**Run 1: the metal 2 layer**

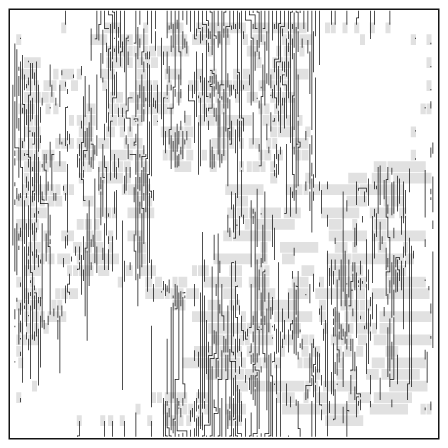
**Run 1: clock nets**

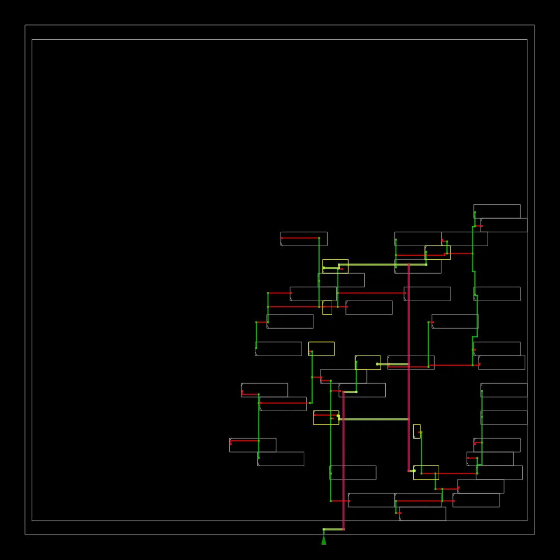
**Run 1: wiring by layer**

Two of the layers only.
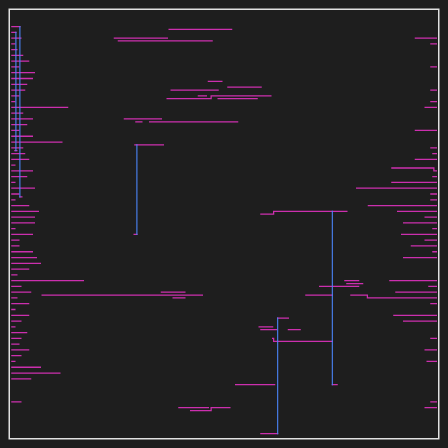
<file path="src/rtl/pc_sequencer.sv">
// Program-counter sequencer: picks the next fetch address from boot, trap, redirect, halt and hold requests.
// Optional trap support (external trap, misaligned-target trap, epc/trapCause) is enabled by `define PC_SEQ_TRAP_EN.
module pc_sequencer #(
    parameter logic [31:0] RESET_VECTOR = 32'h0000_0000,
    parameter logic [31:0] TRAP_VECTOR  = 32'h0000_0080
) (
    input  logic        clock,
    input  logic        reset,
    input  logic [31:0] pcCurrent,
    input  logic        stall,
    input  logic        imemReady,
    input  logic        branchTaken,
    input  logic [31:0] branchTarget,
    input  logic        jump,
    input  logic [31:0] jumpTarget,
    input  logic        trap,
    input  logic        halt,
    input  logic        resume,
    output logic        pcWrite,
    output logic [31:0] pcNext,
    output logic [31:0] epc,
    output logic [1:0]  trapCause,
    output logic        halted,
    output logic [31:0] fetchCount
);

    typedef enum logic [1:0] {
        ST_BOOT = 2'd0,
        ST_RUN  = 2'd1,
        ST_HALT = 2'd2
    } state_t;

    localparam logic [1:0] CAUSE_EXT = 2'd1;
    localparam logic [1:0] CAUSE_MIS = 2'd2;

    state_t      state_q, state_d;
    logic [31:0] epc_q, epc_d;
    logic [1:0]  cause_q, cause_d;
    logic [31:0] fetch_count_q, fetch_count_d;

    logic        pc_write;
    logic [31:0] pc_next;
    logic        ext_trap;
    logic        mis_trap;
    logic        hold;

`ifdef PC_SEQ_TRAP_EN
    logic jump_mis;
    logic branch_mis;

    // Any active redirect with a non-word-aligned target traps, even if a
    // lower-priority redirect would not have been taken.
    assign jump_mis   = jump & (jumpTarget[1:0] != 2'b00);
    assign branch_mis = branchTaken & (branchTarget[1:0] != 2'b00);
    assign ext_trap   = trap;
    assign mis_trap   = jump_mis | branch_mis;
`else
    logic unused_trap;

    assign unused_trap = trap;
    assign ext_trap    = 1'b0;
    assign mis_trap    = 1'b0;
`endif

    assign hold = stall | ~imemReady;

    always_comb begin
        state_d       = state_q;
        epc_d         = epc_q;
        cause_d       = cause_q;
        pc_write      = 1'b0;
        pc_next       = pcCurrent;

        unique case (state_q)
            ST_BOOT: begin
                pc_write = 1'b1;
                pc_next  = RESET_VECTOR;
                state_d  = ST_RUN;
            end
            ST_RUN: begin
                if (ext_trap) begin
                    pc_write = 1'b1;
                    pc_next  = TRAP_VECTOR;
                    epc_d    = pcCurrent;
                    cause_d  = CAUSE_EXT;
                end else if (mis_trap) begin
                    pc_write = 1'b1;
                    pc_next  = TRAP_VECTOR;
                    epc_d    = pcCurrent;
                    cause_d  = CAUSE_MIS;
                end else if (jump) begin
                    pc_write = 1'b1;
                    pc_next  = jumpTarget;
                end else if (branchTaken) begin
                    pc_write = 1'b1;
                    pc_next  = branchTarget;
                end else if (halt) begin
                    state_d  = ST_HALT;
                end else if (!hold) begin
                    pc_write = 1'b1;
                    pc_next  = pcCurrent + 32'd4;
                end
            end
            ST_HALT: begin
                // Resume only re-enters RUN; the first fetch happens the cycle after.
                if (ext_trap) begin
                    pc_write = 1'b1;
                    pc_next  = TRAP_VECTOR;
                    epc_d    = pcCurrent;
                    cause_d  = CAUSE_EXT;
                    state_d  = ST_RUN;
                end else if (resume) begin
                    state_d  = ST_RUN;
                end
            end
            default: begin
                state_d = ST_BOOT;
            end
        endcase

        if (reset) begin
            pc_write = 1'b0;
            pc_next  = RESET_VECTOR;
        end

        fetch_count_d = fetch_count_q + {31'd0, pc_write};
    end

    always_ff @(posedge clock or posedge reset) begin
        if (reset) begin
            state_q       <= ST_BOOT;
            epc_q         <= 32'd0;
            cause_q       <= 2'd0;
            fetch_count_q <= 32'd0;
        end else begin
            state_q       <= state_d;
            epc_q         <= epc_d;
            cause_q       <= cause_d;
            fetch_count_q <= fetch_count_d;
        end
    end

    assign pcWrite    = pc_write;
    assign pcNext     = pc_next;
    assign epc        = epc_q;
    assign trapCause  = cause_q;
    assign halted     = (state_q == ST_HALT);
    assign fetchCount = fetch_count_q;

endmodule

</file>
<file path="config.mk">
export PLATFORM = sky130hd
export DESIGN_NAME = pc_sequencer
export DESIGN_NICKNAME = d
export VERILOG_FILES = /design/src/rtl/pc_sequencer.sv
export SDC_FILE = /design/constraint.sdc
export NUM_CORES = 1
export LEC_CHECK = 0
export ABC_AREA = 1
export CAP_MARGIN = 10
export CORE_UTILIZATION = 40
export DETAILED_ROUTE_END_ITERATION = 10
export DONT_BUFFER_PORTS = 1
export PLACE_DENSITY = 0.64
export SETUP_SLACK_MARGIN = 0.02
export SYNTH_ARGS = -nofsm -noshare
export SYNTH_HDL_FRONTEND = slang
export SYNTH_SLANG_ARGS = --single-unit
</file>
<file path="constraint.sdc">
create_clock -name clock -period 4.9 [get_ports clock]
set_clock_uncertainty 0.15 [all_clocks]
set_input_delay 0.735 -clock clock [delete_from_list [all_inputs] [get_ports clock]]
set_output_delay 0.735 -clock clock [all_outputs]
set_load 0.005 [all_outputs]
</file>
==> highlights.md, run 1 <==
### Detailed routing
* met4 — highest metal used
* 5580 um — detailed route wirelength on metal2
* 0 — post-detailed-route count of antenna-violating nets
* 16.4 um — detail-routed net length per standard cell

### Power and ir drop
* 38.6% — part of the total power dissipated in sequential elements
* 0.375 mW — power dissipated in sequential cells

### Timing
* 0 — number of failing setup endpoints in the final timing report
* 0 — Hold Vio Cnt, Final
* 0 ps — Fin Setup TNS

### Clock network
* 2 — deepest clock path buffer count
* 0 — number of buffers inserted by post-CTS setup repair

### Final layout
* 1.63% — area added between synthesis and finish
* 53 — count of non-CTS inverters in the layout
* multi-input combinational cells — largest cell class by area
* 687 — Nets

### Worst setup path
* 4010 ps — CP required
* pcNext[24] — capturing element of the worst setup path
* 7 — number of cells on the worst reg-to-reg path
* 1460 ps — R2R Setup Slk
* 2550 ps — Critical Path AT
* 2 — number of buffers and inverters on the critical path
* 34 — worst-path fanout max
* 6 — depth of the critical timing path with buffers and inverters included
* fetchCount[28] — RR Endpoint
* state_q[1] — CP startpoint
* flip-flop to output port — Worst Setup Path Type

### Run status
* complete, no violations — run status

### Floorplanning
* 129 — total number of tap cells
* 101 um — horizontal extent of the die
* 205 — IO Count

### Synthesis
* 39.4% — fraction of the mapped netlist area in simple logic gates
* sky130_fd_sc_hd__dfrtp_1 — cell type with the highest aggregate area in the netlist
* 34 — flip-flop and latch count after synthesis
* simple AND/OR/NAND/NOR gates — largest combinational cell category by area
* 589 — cell count in the Yosys report
* 7.63% — Synth Area in XOR/XNOR

### Global route
* 37 — largest net degree at the start of global routing

### Placement
* 701 — dpl cells

Notes on 'the metal 2 layer' above:
share of all routed wire: 48%
nets with wire on the layer: 543
number of vias after detailed routing: 3849
wire length after detailed routing: 11700 um
met2 layer usage reported by global route: 39.0%

Notes on 'clock nets' above:
clk_lat worst skew: 290 ps
final sequential cell count: 34
clock buffer count from CTS: 5
Layout clock buffers: 7

Notes on 'wiring by layer' above:
legend:
  magenta:
    layer: metal 3
    wire_length: 722 um
  blue:
    layer: metal 4
    wire_length: 157 um

==> inputs of run 2 (changes only) <==
--- a/config.mk
+++ b/config.mk
@@ -10,7 +10,7 @@
 export CORE_UTILIZATION = 40
 export DETAILED_ROUTE_END_ITERATION = 10
 export DONT_BUFFER_PORTS = 1
-export PLACE_DENSITY = 0.64
+export PLACE_DENSITY = 0.66
 export SETUP_SLACK_MARGIN = 0.02
 export SYNTH_ARGS = -nofsm -noshare
 export SYNTH_HDL_FRONTEND = slang
==> constraint.sdc (replaced) <==
create_clock -name clock -period 3.1 [get_ports clock]
set_clock_uncertainty 0.15 [all_clocks]
set_input_delay 0.465 -clock clock [delete_from_list [all_inputs] [get_ports clock]]
set_output_delay 0.465 -clock clock [all_outputs]
set_load 0.005 [all_outputs]
==> run 2 against run 1 <==
  * Register-to-register slack lost 1000 ps
  * Cell area grew 0.95%
  * Clock power grew 56%
  * Setup slack lost 1200 ps
  * Synthesized cell count is the same
==> highlights.md, run 2 <==
### Floorplanning
* 205 — IO Count, unchanged
* 101 um — horizontal extent of the die, unchanged
* 129 — total number of tap cells, unchanged

### Timing
* 0 ps — Fin Setup TNS, unchanged
* 0 — number of failing setup endpoints in the final timing report, unchanged
* 0 — Hold Vio Cnt, Final, unchanged

### Worst setup path
* flip-flop to output port — Worst Setup Path Type
* 460 ps — R2R Setup Slk, -1000 ps
* sky130_fd_sc_hd__inv_2 — standard cell with the maximum stage delay on the critical path
* state_q[1] — CP startpoint
* 2480 ps — CP required, -1530 ps
* 2190 ps — Critical Path AT, -360 ps
* flip-flop — startpoint type of the worst setup path
* fetchCount[24] — RR Endpoint
* 7 — depth of the critical timing path with buffers and inverters included, +1
* 3 — number of buffers and inverters on the critical path, +1
* 33 — worst-path fanout max, -2.9%
* pcNext[19] — capturing element of the worst setup path
* 10 — number of cells on the worst reg-to-reg path, +3

### Power and ir drop
* 0.580 mW — power dissipated in sequential cells, +55%
* 21.6% — share of power burned in the clock network
* 0.629 mW — combinational logic power
* 37.6% — part of the total power dissipated in sequential elements, -1.0 points

### Placement
* 706 — dpl cells, +0.71%

### Final layout
* 34 — final sequential cell count, unchanged
* 692 — Nets, +0.73%
* 7 — Layout clock buffers, unchanged
* 53 — count of non-CTS inverters in the layout, unchanged

### Clock network
* 34 — clk sinks
* 2 — deepest clock path buffer count, unchanged
* 0 — number of buffers inserted by post-CTS setup repair, unchanged
* 5 — clock buffer count from CTS, unchanged

### Detailed routing
* 0 — post-detailed-route count of antenna-violating nets, unchanged
* met4 — highest metal used
* 4870 um — routed metal-1 wire length
* 207 — Iter 0 DRT Violations
* 5470 um — detailed route wirelength on metal2, -1.9%

### Synthesis
* sky130_fd_sc_hd__dfrtp_1 — cell type with the highest aggregate area in the netlist
* 589 — cell count in the Yosys report, unchanged
* 7.63% — Synth Area in XOR/XNOR, unchanged
* 34 — flip-flop and latch count after synthesis, unchanged
* sky130_fd_sc_hd__dfrtp_1 — main flop type after synthesis
* 39.4% — fraction of the mapped netlist area in simple logic gates, unchanged
* simple AND/OR/NAND/NOR gates — largest combinational cell category by area

### Global route
* 37.9% — met2 layer usage reported by global route, -1.2 points

### Worst hold path
* input pin to asynchronous set/reset pin — Hold Crit Class

### Run status
* complete, no violations — run status

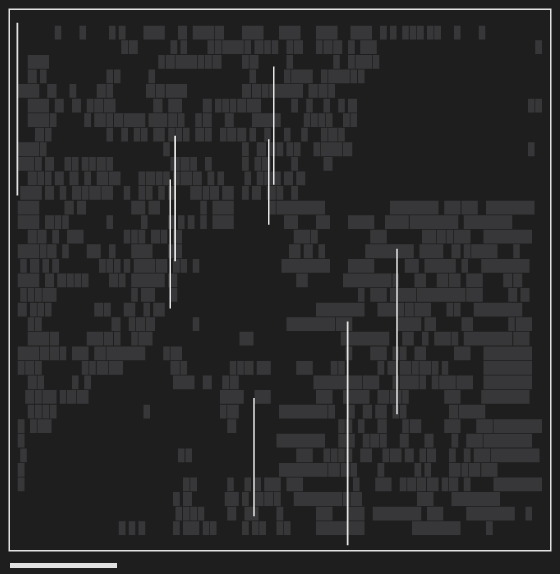
**Above:** run 2 (M4 wires).
Scale bar: 20 um.
wire length on this layer: 210 um
main direction: vertical
share of all routed wire: 1.8%
nets with wire on the layer: 8
wire length after detailed routing: 11500 um
number of vias after detailed routing: 3913

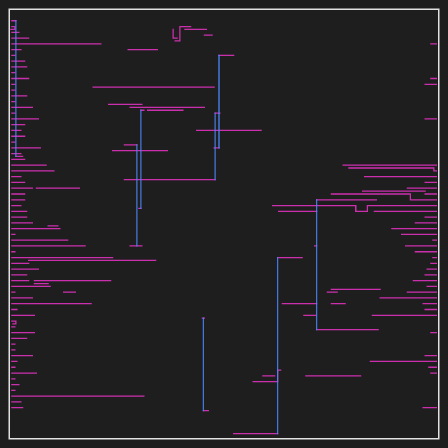
**Above:** run 2 (wiring by layer).
Two of the layers only.
legend:
  magenta:
    layer: metal 3
    wire_length: 937 um
  blue:
    layer: metal 4
    wire_length: 210 um
total routing usage reported by global routing: 22.7%
detail-routed net length per standard cell: 16.1 um

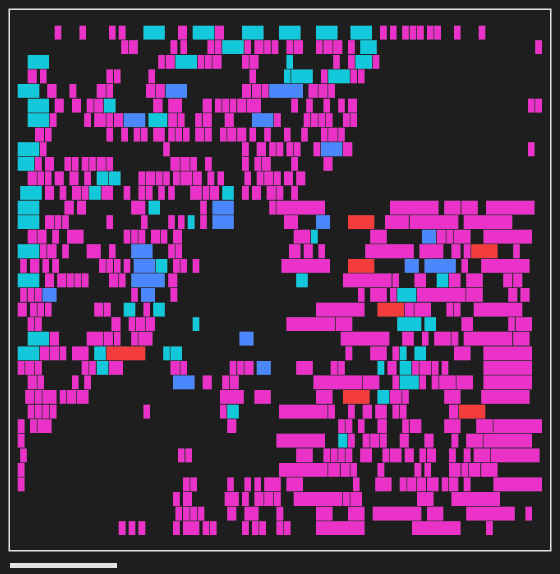
**Above:** run 2 (cell sizes after repair).
Scale bar: 20 um.
legend:
  red:
    size: _6 and larger
    cells: 7
  cyan:
    size: _2 cells
    cells: 57
  magenta:
    size: _0 and _1 cells
    cells: 502
  blue:
    size: _3 and _4 cells
    cells: 19
final critical-path setup slack: 295 ps
Non-Filler Cell Area, Final: 4010 um2

==> inputs of run 3 (changes only) <==
--- a/config.mk
+++ b/config.mk
@@ -11,6 +11,7 @@
 export DETAILED_ROUTE_END_ITERATION = 10
 export DONT_BUFFER_PORTS = 1
 export PLACE_DENSITY = 0.66
+export RECOVER_POWER = 100
 export SETUP_SLACK_MARGIN = 0.02
 export SYNTH_ARGS = -nofsm -noshare
 export SYNTH_HDL_FRONTEND = slang
==> run 3 against run 2 <==
  * The run now ends with capacitance limit, slew limit left
  * Global-route usage stayed put
  * Flip-flop count stayed put
  * Cell area is 1.2% lower
  * Sequential share of layout area is 0.26 points higher
  * Area after synthesis stayed put
  * Critical path type unchanged
  * Highest routed layer unchanged
==> highlights.md, run 3 <==
### Worst setup path
* 9 — number of cells on the worst reg-to-reg path, -1
* state_q[1] — CP startpoint
* fetchCount[26] — RR Endpoint
* 7 — depth of the critical timing path with buffers and inverters included, unchanged
* 3 — number of buffers and inverters on the critical path, unchanged
* 2480 ps — CP required, about the same
* 2200 ps — Critical Path AT, about the same
* flip-flop — startpoint type of the worst setup path
* pcNext[19] — capturing element of the worst setup path
* sky130_fd_sc_hd__inv_2 — standard cell with the maximum stage delay on the critical path
* 310 ps — R2R Setup Slk, -150 ps
* 33 — worst-path fanout max, unchanged
* flip-flop to output port — Worst Setup Path Type

### Clock network
* 0 — number of buffers inserted by post-CTS setup repair, unchanged
* 0 — Gates resized, CTS repair
* 5 — clock buffer count from CTS, unchanged
* 2 — deepest clock path buffer count, unchanged

### Detailed routing
* 5480 um — detailed route wirelength on metal2, about the same
* met4 — highest metal used
* 0 — post-detailed-route count of antenna-violating nets, unchanged
* 16.2 um — detail-routed net length per standard cell, +0.44%
* 4950 um — routed metal-1 wire length, +1.6%
* 189 — Iter 0 DRT Violations, -8.7%
* 0 — Residual DRC

### Final layout
* 53 — count of non-CTS inverters in the layout, unchanged
* 692 — Nets, unchanged
* 7 — Layout clock buffers, unchanged
* 3960 um2 — Non-Filler Cell Area, Final, -1.2%
* 2610 um2 — combinational gate area
* 12.5% — proportion of layout cells with a drive suffix above 1
* 34 — final sequential cell count, unchanged

### Power and ir drop
* 0.578 mW — power dissipated in sequential cells, about the same
* 0.611 mW — combinational logic power, -3%
* 0.587 mW — switching power
* 21.9% — share of power burned in the clock network, +0.3 points
* 38.0% — part of the total power dissipated in sequential elements, +0.4 points
* 38.6% — sw frac

### Floorplanning
* 101 um — horizontal extent of the die, unchanged
* 129 — total number of tap cells, unchanged
* 9330 um2 — Core Footprint
* 205 — IO Count, unchanged

### Synthesis
* sky130_fd_sc_hd__dfrtp_1 — main flop type after synthesis
* 39.4% — fraction of the mapped netlist area in simple logic gates, unchanged
* 589 — cell count in the Yosys report, unchanged
* simple AND/OR/NAND/NOR gates — largest combinational cell category by area
* 21.8% — Top-area cell share
* 34 — flip-flop and latch count after synthesis, unchanged
* sky130_fd_sc_hd__nand2_1 — Synth top cell by count
* sky130_fd_sc_hd__dfrtp_1 — cell type with the highest aggregate area in the netlist
* 7.63% — Synth Area in XOR/XNOR, unchanged

### Timing
* 0 ps — Fin Setup TNS, unchanged
* 35 — fin. max-slew vios
* false — unrepaired setup endpoints after global routing
* 2820 ps — post-route minimum period
* 0 — number of failing setup endpoints in the final timing report, unchanged
* 1740 ps — slew at the pin closest to its max-slew limit
* 0 — Hold Vio Cnt, Final, unchanged

### Run status
* capacitance limit, slew limit — violations in the final reports
* complete, but fails checks — run status

### Global route
* 37.9% — met2 layer usage reported by global route, unchanged
* 22.7% — total routing usage reported by global routing, unchanged
* 35 — largest net degree at the start of global routing

### Placement
* 706 — dpl cells, unchanged

### Worst hold path
* state_q[1] — hold path endpoint
* input pin to flip-flop — Hold Crit Class

### Run
* 1 — number of violations of the max-capacitance limit

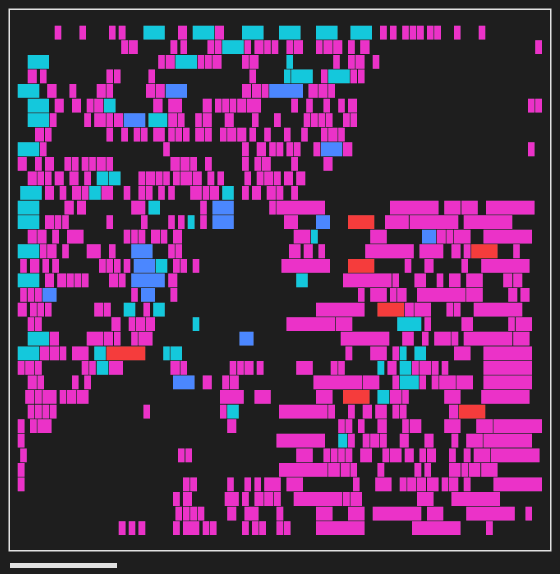
**Above:** run 3 (cell sizes after repair).
Scale bar: 20 um.
legend:
  red:
    size: _6 and larger
    cells: 7
  magenta:
    size: _0 and _1 cells
    cells: 512
  cyan:
    size: _2 cells
    cells: 51
  blue:
    size: _3 and _4 cells
    cells: 15
Buffers, non-clock: 7
area added between synthesis and finish: 1.38%
final critical-path setup slack: 283 ps

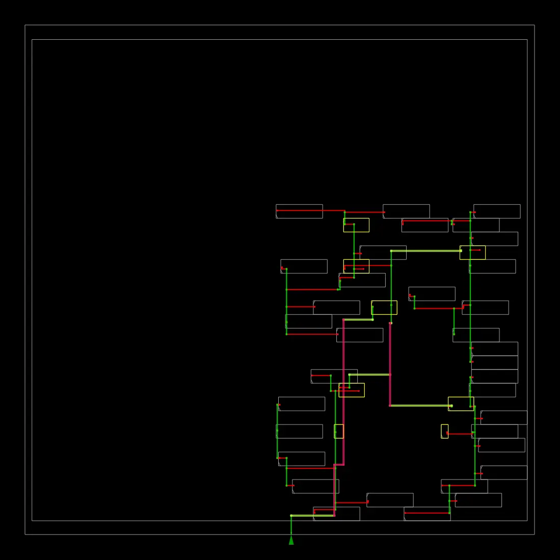
**Above:** run 3 (clock nets).
Clock group: 0.333 mW
clk_lat worst skew: 280 ps
clk sinks: 34

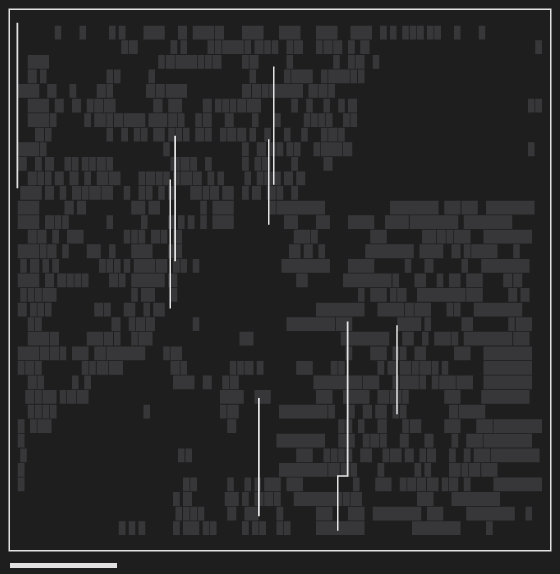
**Above:** run 3 (M4 wires).
Scale bar: 20 um.
longest straight run: 30.6 um
nets with wire on the layer: 8
main direction: vertical
number of vias after detailed routing: 3936
wire length after detailed routing: 11500 um

Power and IR drop assume default switching activity.
